**Nets reached from selected ports**

The bar under the picture is 100 um long.
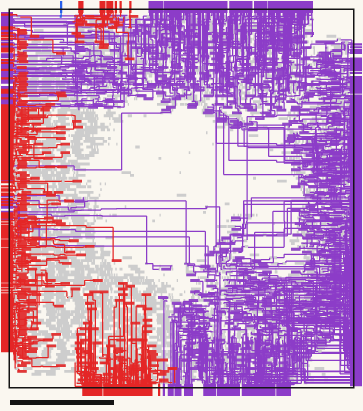
**Cell outlines without signal wires**

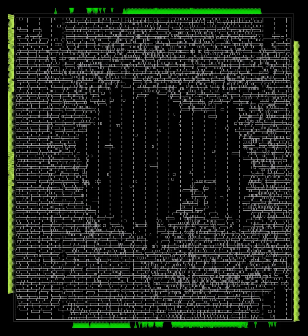
**Register map, names as in the netlist**

The bar under the picture is 100 um long.
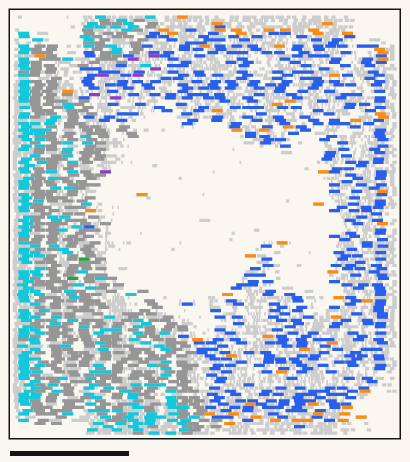
===== src/rtl/spi_register_map_sync.sv =====
// System-clock register map behind the SPI slave: synchronised write/read strobes, lockable
// config registers, status registers and a sticky access error. Optional macro: STATUS_STICKY_EN.
module spi_register_map_sync #(
  parameter int                    ADDR_WIDTH     = 7,
  parameter int                    DATA_WIDTH     = 8,
  parameter int                    NUM_CONFIG_REG = 64,
  parameter int                    NUM_STATUS_REG = 32,
  parameter int                    SYNC_STAGES    = 2,
  parameter int                    LOCK_ADDR      = 0,
  parameter logic [DATA_WIDTH-1:0] CONFIG_RST_VAL = '0
) (
  input  logic                                 clk_i,
  input  logic                                 rst_i,
  input  logic [ADDR_WIDTH-1:0]                addr_i,
  input  logic [DATA_WIDTH-1:0]                write_data_i,
  input  logic                                 write_en_i,
  input  logic                                 read_en_i,
  output logic [DATA_WIDTH-1:0]                read_data_o,
  output logic [DATA_WIDTH*NUM_CONFIG_REG-1:0] config_bus_o,
  output logic [NUM_CONFIG_REG-1:0]            config_wr_stb_o,
  input  logic [DATA_WIDTH*NUM_STATUS_REG-1:0] status_bus_i,
  output logic                                 err_o,
  output logic                                 irq_o
);
  localparam int                    SW       = DATA_WIDTH*NUM_STATUS_REG;
  localparam logic [ADDR_WIDTH-1:0] ERR_ADDR = '1;
`ifdef STATUS_STICKY_EN
  localparam bit STS_WRITABLE = 1'b1;
`else
  localparam bit STS_WRITABLE = 1'b0;
`endif

  if (NUM_CONFIG_REG + NUM_STATUS_REG >= 2**ADDR_WIDTH || SYNC_STAGES < 2 ||
      LOCK_ADDR >= NUM_CONFIG_REG) begin : g_param_chk
    $error("spi_register_map_sync: illegal parameter set");
  end

  // synchronisers; strobes fire on the first synchronised high cycle
  logic [SYNC_STAGES-1:0]         wr_sync, rd_sync;
  logic [SYNC_STAGES-1:0][SW-1:0] sts_sync;
  logic                           wr_s_d, rd_s_d;
  logic                           wr_fire, rd_fire;

  always_ff @(posedge clk_i or posedge rst_i)
    if (rst_i) begin
      wr_sync  <= '0;
      rd_sync  <= '0;
      sts_sync <= '0;
      wr_s_d   <= 1'b0;
      rd_s_d   <= 1'b0;
    end else begin
      wr_sync  <= {wr_sync[SYNC_STAGES-2:0], write_en_i};
      rd_sync  <= {rd_sync[SYNC_STAGES-2:0], read_en_i};
      sts_sync <= {sts_sync[SYNC_STAGES-2:0], status_bus_i};
      wr_s_d   <= wr_sync[SYNC_STAGES-1];
      rd_s_d   <= rd_sync[SYNC_STAGES-1];
    end

  assign wr_fire = wr_sync[SYNC_STAGES-1] & ~wr_s_d;
  assign rd_fire = rd_sync[SYNC_STAGES-1] & ~rd_s_d;

  logic is_cfg, is_sts, lock, cfg_wr_ok;
  logic [NUM_CONFIG_REG-1:0][DATA_WIDTH-1:0] cfg_q;
  logic [NUM_CONFIG_REG-1:0]                 cfg_hit;
  logic [NUM_STATUS_REG-1:0][DATA_WIDTH-1:0] sts_q, sts_d, sts_smp;

  assign is_cfg    = addr_i < ADDR_WIDTH'(NUM_CONFIG_REG);
  assign is_sts    = !is_cfg && (addr_i < ADDR_WIDTH'(NUM_CONFIG_REG + NUM_STATUS_REG));
  assign lock      = cfg_q[LOCK_ADDR][0];
  assign cfg_wr_ok = wr_fire && is_cfg && (addr_i == ADDR_WIDTH'(LOCK_ADDR) || !lock);

  always_comb begin
    cfg_hit = '0;
    for (int n = 0; n < NUM_CONFIG_REG; n++)
      cfg_hit[n] = cfg_wr_ok && (addr_i == ADDR_WIDTH'(n));
  end

  always_ff @(posedge clk_i or posedge rst_i)
    if (rst_i) begin
      cfg_q           <= {NUM_CONFIG_REG{CONFIG_RST_VAL}};
      config_wr_stb_o <= '0;
    end else begin
      config_wr_stb_o <= cfg_hit;
      for (int n = 0; n < NUM_CONFIG_REG; n++)
        if (cfg_hit[n]) cfg_q[n] <= write_data_i;
    end

  assign config_bus_o = cfg_q;

  // status: live copy, or sticky with W1C where a same-cycle set wins
  assign sts_smp = sts_sync[SYNC_STAGES-1];

  always_comb begin
    sts_d = sts_smp;
`ifdef STATUS_STICKY_EN
    for (int n = 0; n < NUM_STATUS_REG; n++)
      if (wr_fire && addr_i == ADDR_WIDTH'(NUM_CONFIG_REG + n))
        sts_d[n] = sts_smp[n] | (sts_q[n] & ~write_data_i);
      else
        sts_d[n] = sts_smp[n] | sts_q[n];
`endif
  end

  always_ff @(posedge clk_i or posedge rst_i)
    if (rst_i) sts_q <= '0;
    else       sts_q <= sts_d;

`ifdef STATUS_STICKY_EN
  always_ff @(posedge clk_i or posedge rst_i)
    if (rst_i) irq_o <= 1'b0;
    else       irq_o <= |sts_d;
`else
  assign irq_o = 1'b0;
`endif

  logic [DATA_WIDTH-1:0] rd_val;
  logic                  rd_err, rd_clr, err_set;

  always_comb begin
    rd_val = '0;
    rd_err = 1'b0;
    rd_clr = 1'b0;
    if (is_cfg) begin
      for (int n = 0; n < NUM_CONFIG_REG; n++)
        if (addr_i == ADDR_WIDTH'(n)) rd_val = cfg_q[n];
    end else if (is_sts) begin
      for (int n = 0; n < NUM_STATUS_REG; n++)
        if (addr_i == ADDR_WIDTH'(NUM_CONFIG_REG + n)) rd_val = sts_q[n];
    end else if (addr_i == ERR_ADDR) begin
      rd_val = {{(DATA_WIDTH-1){1'b0}}, err_o};
      rd_clr = 1'b1;
    end else begin
      rd_err = 1'b1;
    end
  end

  // err set beats the read-to-clear of ERR_ADDR in the same cycle
  assign err_set = (wr_fire && !cfg_wr_ok && !(is_sts && STS_WRITABLE)) || (rd_fire && rd_err);

  always_ff @(posedge clk_i or posedge rst_i)
    if (rst_i) begin
      err_o       <= 1'b0;
      read_data_o <= '0;
    end else begin
      if (err_set)               err_o <= 1'b1;
      else if (rd_fire && rd_clr) err_o <= 1'b0;
      if (rd_fire) read_data_o <= rd_val;
    end
endmodule


===== config.mk =====
export PLATFORM = sky130hd
export DESIGN_NAME = spi_register_map_sync
export DESIGN_NICKNAME = d
export VERILOG_FILES = /design/src/rtl/spi_register_map_sync.sv
export SDC_FILE = /design/constraint.sdc
export NUM_CORES = 2
export LEC_CHECK = 0
export ABC_AREA = 1
export CORE_ASPECT_RATIO = 1.1
export CORE_MARGIN = 2
export CORE_UTILIZATION = 40
export CTS_CLUSTER_DIAMETER = 150
export DETAILED_ROUTE_END_ITERATION = 8
export GPL_TIMING_DRIVEN = 1
export MAX_ROUTING_LAYER = met4
export PLACE_DENSITY = 0.74
export SLEW_MARGIN = 10
export SYNTH_ARGS = -nofsm -noshare
export SYNTH_HDL_FRONTEND = slang
export SYNTH_SLANG_ARGS = --single-unit
export TNS_END_PERCENT = 100

===== constraint.sdc =====
create_clock -name clk_i -period 65 [get_ports clk_i]
set_input_delay 13 -clock clk_i [delete_from_list [all_inputs] [get_ports clk_i]]
set_output_delay 13 -clock clk_i [all_outputs]
set_load 0.1 [all_outputs]

==> impl_metrics.yaml <==
# physical design summary
logic_synthesis:
  ys.flop_type: "dfrtp_1"
  area_leaders: "dfrtp_1 73%, nand2_1 9.2%, o21ai_0 5.9%, nor2_1 2.5%, inv_1 2.1%"
  top_logic_kind: "simple AND/OR/NAND/NOR gates"
  ys_types: 38
  synth_async_sr_flop_share: 1.00
  xor_share: 0
  fp_nets: 4458
  synth-edff-count: 0
  ys.flops: 1359
  ys_area_um2: 46400
  synth.area.mux_share: 0
  top_area_frac: 0.734
  postSynthAreaPerCell_um2: 11.1
  synth_area_um2: 46400
  ys_cells: 4183
  yosysTopAreaCell: "dfrtp_1"
  fa_ha_area_frac: 0
  postSynthSeqShare: 0.734
worst_setup_path:
  endpoint: "read_data_o[7]"
  worstSetupStartpoint: "addr_i[1]"
  setup.worst_path.end_class: "flop"
  ff2ff_setup_slack_ps: 60210
  cp.arrival_ps: 18890
  crit_path_max_incr_delay_ps: 710
  critical_path_class: "in -> reg"
  timing.rr.start: "config_bus_o[15]"
  cp_top_family: "simple AND/OR/NAND/NOR gates"
  reg2reg_depth: 36
  crit_path_start_kind: "input port"
  cp_max_fo: 9
  cp.depth: 38
  r2r-end: "read_data_o[7]"
pwr:
  p_leak_nw: 27.1
  switching_share: 0.282
  power_top_consumer: "registers"
  comb_power_share: 0.118
  vdd_ir_drop_max_uv: 28.7
  comb-power_w: 0.000230
  pwr-share-clk: 0.412
  finalPower_w: 0.00194
  power.density_nw_per_um2: 31.7
layout:
  fin_cells: 6725
  logic_area_um2: 10700
  seq_area_um2: 34000
  largest_register_ffs: 512
  comb_area_frac: 0.175
  drive_gt1_frac: 0.0773
  stdcell_area_um2: 61200
  buffers: 911
  nNetsFinal: 5374
  area_growth_pct: 32.0
  fill_cells: 9654
  clock_area_frac: 0.0742
  antenna_cells: 5
  largest_class: "flip-flops and latches"
  lay_top_cells: "1359 x dfrtp_1, 1131 x nand2_1, 821 x clkdlybuf4s50_1"
  clock_buffers: 184
clock_network:
  cts.sinks: 1359
  post-cts-setup-buffers: 0
  insertion_delay_ps: 790
  holdBufCountCts: 0
  root_buffer: "clkbuf_16"
  cts_tree: "yes"
  cts.path.max_buffers: 3
  htreeDepth: 4
  cts_made_buffers: 133
  clk_pin_slew_worst_paths_ps: 70
final_timing:
  grt_setup_unrepaired: "no"
  fin_skew_ps: 25.2
  whs_ps: 335
  finalMaxSlewViolations: 0
  hold_viol_final: 0
  finalSetupTns_ps: 0
  worst_slack_ps: 46780
  worst_slew_pin_slew_ps: 1250
  finalSetupViolCount: 0
  maxSlewHeadroom: 0.163
  period_needed_ps: 18220
detailed_routing:
  vias_per_cell: 5.23
  via_count: 35200
  routedWlPerCell_um: 25.7
  dr_wl_met3_um: 17500
  route.detailed.drc: 0
  detail-route-antenna-nets: 0
  drt_iter0_markers: 3905
  firstDrtPassIters: 6
  wl_met2_um: 80500
floorplanning:
  ios: 861
  die-width_um: 329
  core_area_um2: 115000
grt:
  grt-busiest-layer: "met2"
  antenna_found_initial: 4
  use_met2: 0.461
  use_met1: 0.358
  grt_pass1_wl_um: 248000
  overflow: 0
place:
  dp_hpwl_um: 127000
  placed_area_um2: 56600
  place_inst: 6482
  place_ws_ps: 46070
  gp_congestion: 1.03
  io_buffers: 859
job:
  tool_warnings: 33
  drv_cap: 0
worst_hold_path:
  hp-start: "sts_d[64]"
  holdCritPathClass: "reg -> reg"
status:
  status: "finished, final reports clean"
## Picture notes: 'nets reached from selected ports'
colour	port	bits	direction	edge	end cells	buffers	wire
blue	irq_o	1	output	north	1	0	5.60 um
red	status_bus_i	256	input	169 west, 70 south, 17 north	256	256	9130 um
purple	config_bus_o	512	output	232 east, 143 north, 88 south, 49 west	512	512	47.2 mm

## Picture notes: 'cell outlines without signal wires'
Layout Utilization: 0.534
Flop Count: 1359
Rows: 130
Tapcells: 1518
flop share of the area: 0.556

## Picture notes: 'register map, names as in the netlist'
colour	signal	placed flops
green	rd_sync	2
purple	read_data_o	8
cyan	sts_sync	256
blue	config_bus_o	512
orange	config_wr_stb_o	64
not coloured	517

Power and IR drop assume default switching activity.
